==> images/clock_map.png <==
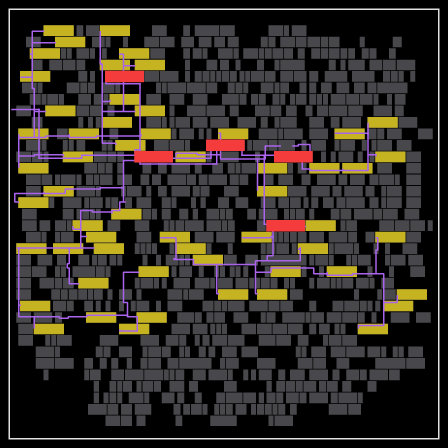
==> images/final_congestion.png <==
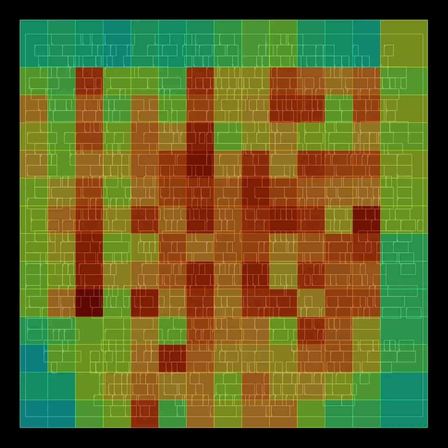
==> images/metal_stack.png <==
Scale bar: 20 µm.
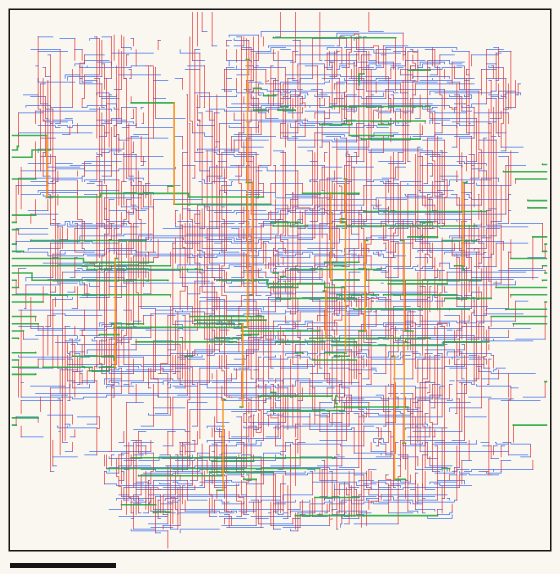
<file path="src/rtl/xdrop_extender_pkg.sv">
// rtl/xdrop_extender_pkg.sv - shared types and constants for the ungapped X-drop extension stage
package xdrop_extender_pkg;

  typedef enum logic [1:0] {
    IDLE   = 2'd0,
    EXTEND = 2'd1,
    DONE   = 2'd2
  } state_t;

  localparam logic [1:0] REASON_XDROP  = 2'd0;
  localparam logic [1:0] REASON_LAST   = 2'd1;
  localparam logic [1:0] REASON_MAXLEN = 2'd2;

  // Shared with the selector/adder stage feeding this block.
  localparam int DEFAULT_STEP_W = 3;
  localparam int DEFAULT_XDROP  = 10;

endpackage

</file>
<file path="src/rtl/xdrop_extender_sat_add.sv">
// rtl/xdrop_extender_sat_add.sv - signed saturating add of a score and a sign-extended step
module xdrop_extender_sat_add #(
  parameter int SCORE_W = 16,
  parameter int STEP_W  = 3
) (
  input  logic signed [SCORE_W-1:0] a,
  input  logic signed [STEP_W-1:0]  b,
  output logic signed [SCORE_W-1:0] sum
);

  localparam logic signed [SCORE_W-1:0] MAX_V = {1'b0, {(SCORE_W-1){1'b1}}};
  localparam logic signed [SCORE_W-1:0] MIN_V = {1'b1, {(SCORE_W-1){1'b0}}};

  logic signed [SCORE_W:0] wide;

  // One guard bit: the top two bits disagree exactly when the true sum left the range.
  always_comb begin
    wide = {a[SCORE_W-1], a} + {{(SCORE_W+1-STEP_W){b[STEP_W-1]}}, b};
    if (wide[SCORE_W] != wide[SCORE_W-1]) begin
      sum = wide[SCORE_W] ? MIN_V : MAX_V;
    end else begin
      sum = wide[SCORE_W-1:0];
    end
  end

endmodule

</file>
<file path="src/rtl/xdrop_extender.sv">
// rtl/xdrop_extender.sv - seed extension with best-score tracking and X-drop/last/maxlen termination
module xdrop_extender
  import xdrop_extender_pkg::*;
#(
  parameter int STEP_W  = DEFAULT_STEP_W,
  parameter int SCORE_W = 16,
  parameter int LEN_W   = 10,
  parameter int XDROP   = DEFAULT_XDROP,
  parameter int MAX_LEN = 1023
) (
  input  logic                      clk,
  input  logic                      rst,
  input  logic                      start,
  input  logic signed [SCORE_W-1:0] seed_score,
  input  logic                      in_valid,
  output logic                      in_ready,
  input  logic        [STEP_W-1:0]  in_step,
  input  logic                      in_last,
  output logic                      busy,
  output logic                      done,
  output logic signed [SCORE_W-1:0] best_score,
  output logic        [LEN_W-1:0]   best_len,
  output logic        [1:0]         reason
);

  localparam logic signed [SCORE_W:0] XDROP_V   = (SCORE_W+1)'(XDROP);
  localparam logic        [LEN_W-1:0] MAX_LEN_V = LEN_W'(MAX_LEN);

  state_t state, state_n;

  logic signed [SCORE_W-1:0] acc, acc_n, best_after;
  logic        [LEN_W-1:0]   len, len_n;
  logic signed [SCORE_W:0]   drop;
  logic                      accept, improve, terminate;
  logic        [1:0]         win_reason;

  xdrop_extender_sat_add #(
    .SCORE_W(SCORE_W),
    .STEP_W (STEP_W)
  ) u_sat_add (
    .a  (acc),
    .b  (in_step),
    .sum(acc_n)
  );

  // Termination is judged on the post-step values so a step can end the extension it belongs to.
  always_comb begin
    accept     = in_valid && (state == EXTEND);
    len_n      = len + 1'b1;
    improve    = acc_n > best_score;
    best_after = improve ? acc_n : best_score;
    drop       = {best_after[SCORE_W-1], best_after} - {acc_n[SCORE_W-1], acc_n};
    terminate  = 1'b1;
    win_reason = REASON_XDROP;
    if (drop >= XDROP_V) begin
      win_reason = REASON_XDROP;
    end else if (in_last) begin
      win_reason = REASON_LAST;
    end else if (len_n == MAX_LEN_V) begin
      win_reason = REASON_MAXLEN;
    end else begin
      terminate = 1'b0;
    end
  end

  always_ff @(posedge clk) begin
    if (rst) begin
      state <= IDLE;
    end else begin
      state <= state_n;
    end
  end

  always_comb begin
    state_n = state;
    case (state)
      IDLE:    if (start) state_n = EXTEND;
      EXTEND:  if (accept && terminate) state_n = DONE;
      DONE:    state_n = IDLE;
      default: state_n = IDLE;
    endcase
  end

  always_comb begin
    in_ready = (state == EXTEND);
    busy     = (state == EXTEND) || (state == DONE);
    done     = (state == DONE);
  end

  always_ff @(posedge clk) begin
    if (rst) begin
      acc        <= '0;
      len        <= '0;
      best_score <= '0;
      best_len   <= '0;
      reason     <= '0;
    end else if (state == IDLE && start) begin
      acc        <= seed_score;
      len        <= '0;
      best_score <= seed_score;
      best_len   <= '0;
    end else if (accept) begin
      acc <= acc_n;
      len <= len_n;
      if (improve) begin
        best_score <= acc_n;
        best_len   <= len_n;
      end
      if (terminate) reason <= win_reason;
    end
  end

endmodule

</file>
<file path="config.mk">
export PLATFORM = sky130hd
export DESIGN_NAME = xdrop_extender
export DESIGN_NICKNAME = d
export VERILOG_FILES = /design/src/rtl/xdrop_extender_pkg.sv /design/src/rtl/xdrop_extender_sat_add.sv /design/src/rtl/xdrop_extender.sv
export SDC_FILE = /design/constraint.sdc
export NUM_CORES = 1
export LEC_CHECK = 0
export ABC_AREA = 0
export CAP_MARGIN = 20
export CORE_UTILIZATION = 55
export CTS_BUF_LIST = sky130_fd_sc_hd__clkbuf_16
export DETAILED_ROUTE_END_ITERATION = 12
export GPL_TIMING_DRIVEN = 0
export MAX_ROUTING_LAYER = met4
export PLACE_DENSITY = 0.77
export SYNTH_ARGS = -nofsm -noshare
export SYNTH_HDL_FRONTEND = slang
export SYNTH_HIERARCHICAL = 1
export SYNTH_SLANG_ARGS = --single-unit
</file>
<file path="constraint.sdc">
create_clock -name clk -period 14.66 [get_ports clk]
set_input_delay 1.466 -clock clk [delete_from_list [all_inputs] [get_ports clk]]
set_output_delay 1.466 -clock clk [all_outputs]
set_load 0.005 [all_outputs]
</file>
==> results.py <==
# Flow results
metrics = {
    "run_status": {
        "status": "finished clean",
    },
    "clock_tree": {
        "insertion_delay_ns": 0.30,
        "cts_max_level": 2,
        "cts_tree": "done",
        "clk_pin_slew_ns": 0.08,
        "cts.path.max_buffers": 2,
        "cts_resized": 0,
        "ctsHoldBuffers": 0,
        "post-cts-setup-buffer-count": 0,
    },
    "place": {
        "place_ws_ns": 4.79,
        "dp_cells": 878,
        "place_congestion": 0.954,
    },
    "worst_setup_path": {
        "critical_path_class": "primary input to register",
        "slowest_stage": "o41ai_2",
        "endpoint": "state[1]",
        "worstReg2RegStart": "acc[0]",
        "required_ns": 14.86,
        "cp.arrival_ns": 9.90,
    },
    "logic_synthesis": {
        "ys.warnings.count": 6,
        "synth_top_area_share": 0.206,
        "ys_area_um2": 5440,
        "synthTopCellsByArea": "dfxtp_1 (21%), ha_1 (12%), nand2_1 (4.9%)",
        "ys_cells": 696,
        "fa_ha_area_frac": 0.166,
        "syn_area_per_cell_um2": 7.81,
        "synth_top_cell_by_count": "nand2_1",
        "aoi_share": 0.273,
        "yosysTopAreaCell": "dfxtp_1",
        "simple_gate_share": 0.187,
        "topCombFamilyByArea": "AND-OR/OR-AND gates",
    },
    "hold_path": {
        "hold_class": "register to register",
    },
    "grt": {
        "grt_pass1_vias": 5276,
        "grt_overflow": 0,
        "grt_max_degree": 19,
    },
    "cells_and_area": {
        "fin_area_um2": 6300,
        "ff_count": 56,
        "num-fill-cells": 856,
        "antenna_cells": 0,
        "seq_share": 0.178,
        "largestRegisters": "acc: 16 flops, best_score: 16 flops",
        "dominant_cells": "multi-input combinational cells",
    },
    "sta": {
        "maxSlewViolCount": 0,
        "finalHoldWorstSlack_ns": 0.488,
        "finalCritPeriodShare": 0.662,
        "setup_violations": 0,
        "final.setup.worst_slack_ns": 4.96,
        "final-hold-violation-count": 0,
    },
    "floorplanning": {
        "core_um2": 9420,
        "nWellTaps": 129,
        "die_width_um": 101,
        "rows": 35,
    },
    "detailed_routing": {
        "routed.top_layer": "met4",
        "drt-initial-drc-count": 360,
        "dr.pass1.iters": 5,
        "wl_met1_um": 6850,
        "wl_met3_um": 1170,
    },
    "run": {
        "tool_warnings": 31,
    },
}
## Picture notes: clock_map.png
legend:
  clock wires:
    color: purple
    length: 731 µm
  flip-flops:
    color: yellow
    count: 56
  cells driving clock nets:
    color: red
    count: 5
routed clock nets: 6

## Picture notes: final_congestion.png
Layout Utilization: 0.669
met3 Use GR: 0.0531
WL/cell: 17.5 µm
met2 Use GR: 0.525
met1 GRT Util: 0.406

## Picture notes: metal_stack.png
legend:
  met3:
    color: green
    wire_length: 1170 µm
  met2:
    color: red
    wire_length: 7180 µm
  met1:
    color: blue
    wire_length: 6850 µm
  met4:
    color: orange
    wire_length: 305 µm
total number of vias: 5511
GRT Overall Usage: 0.320
WL final: 15500 µm

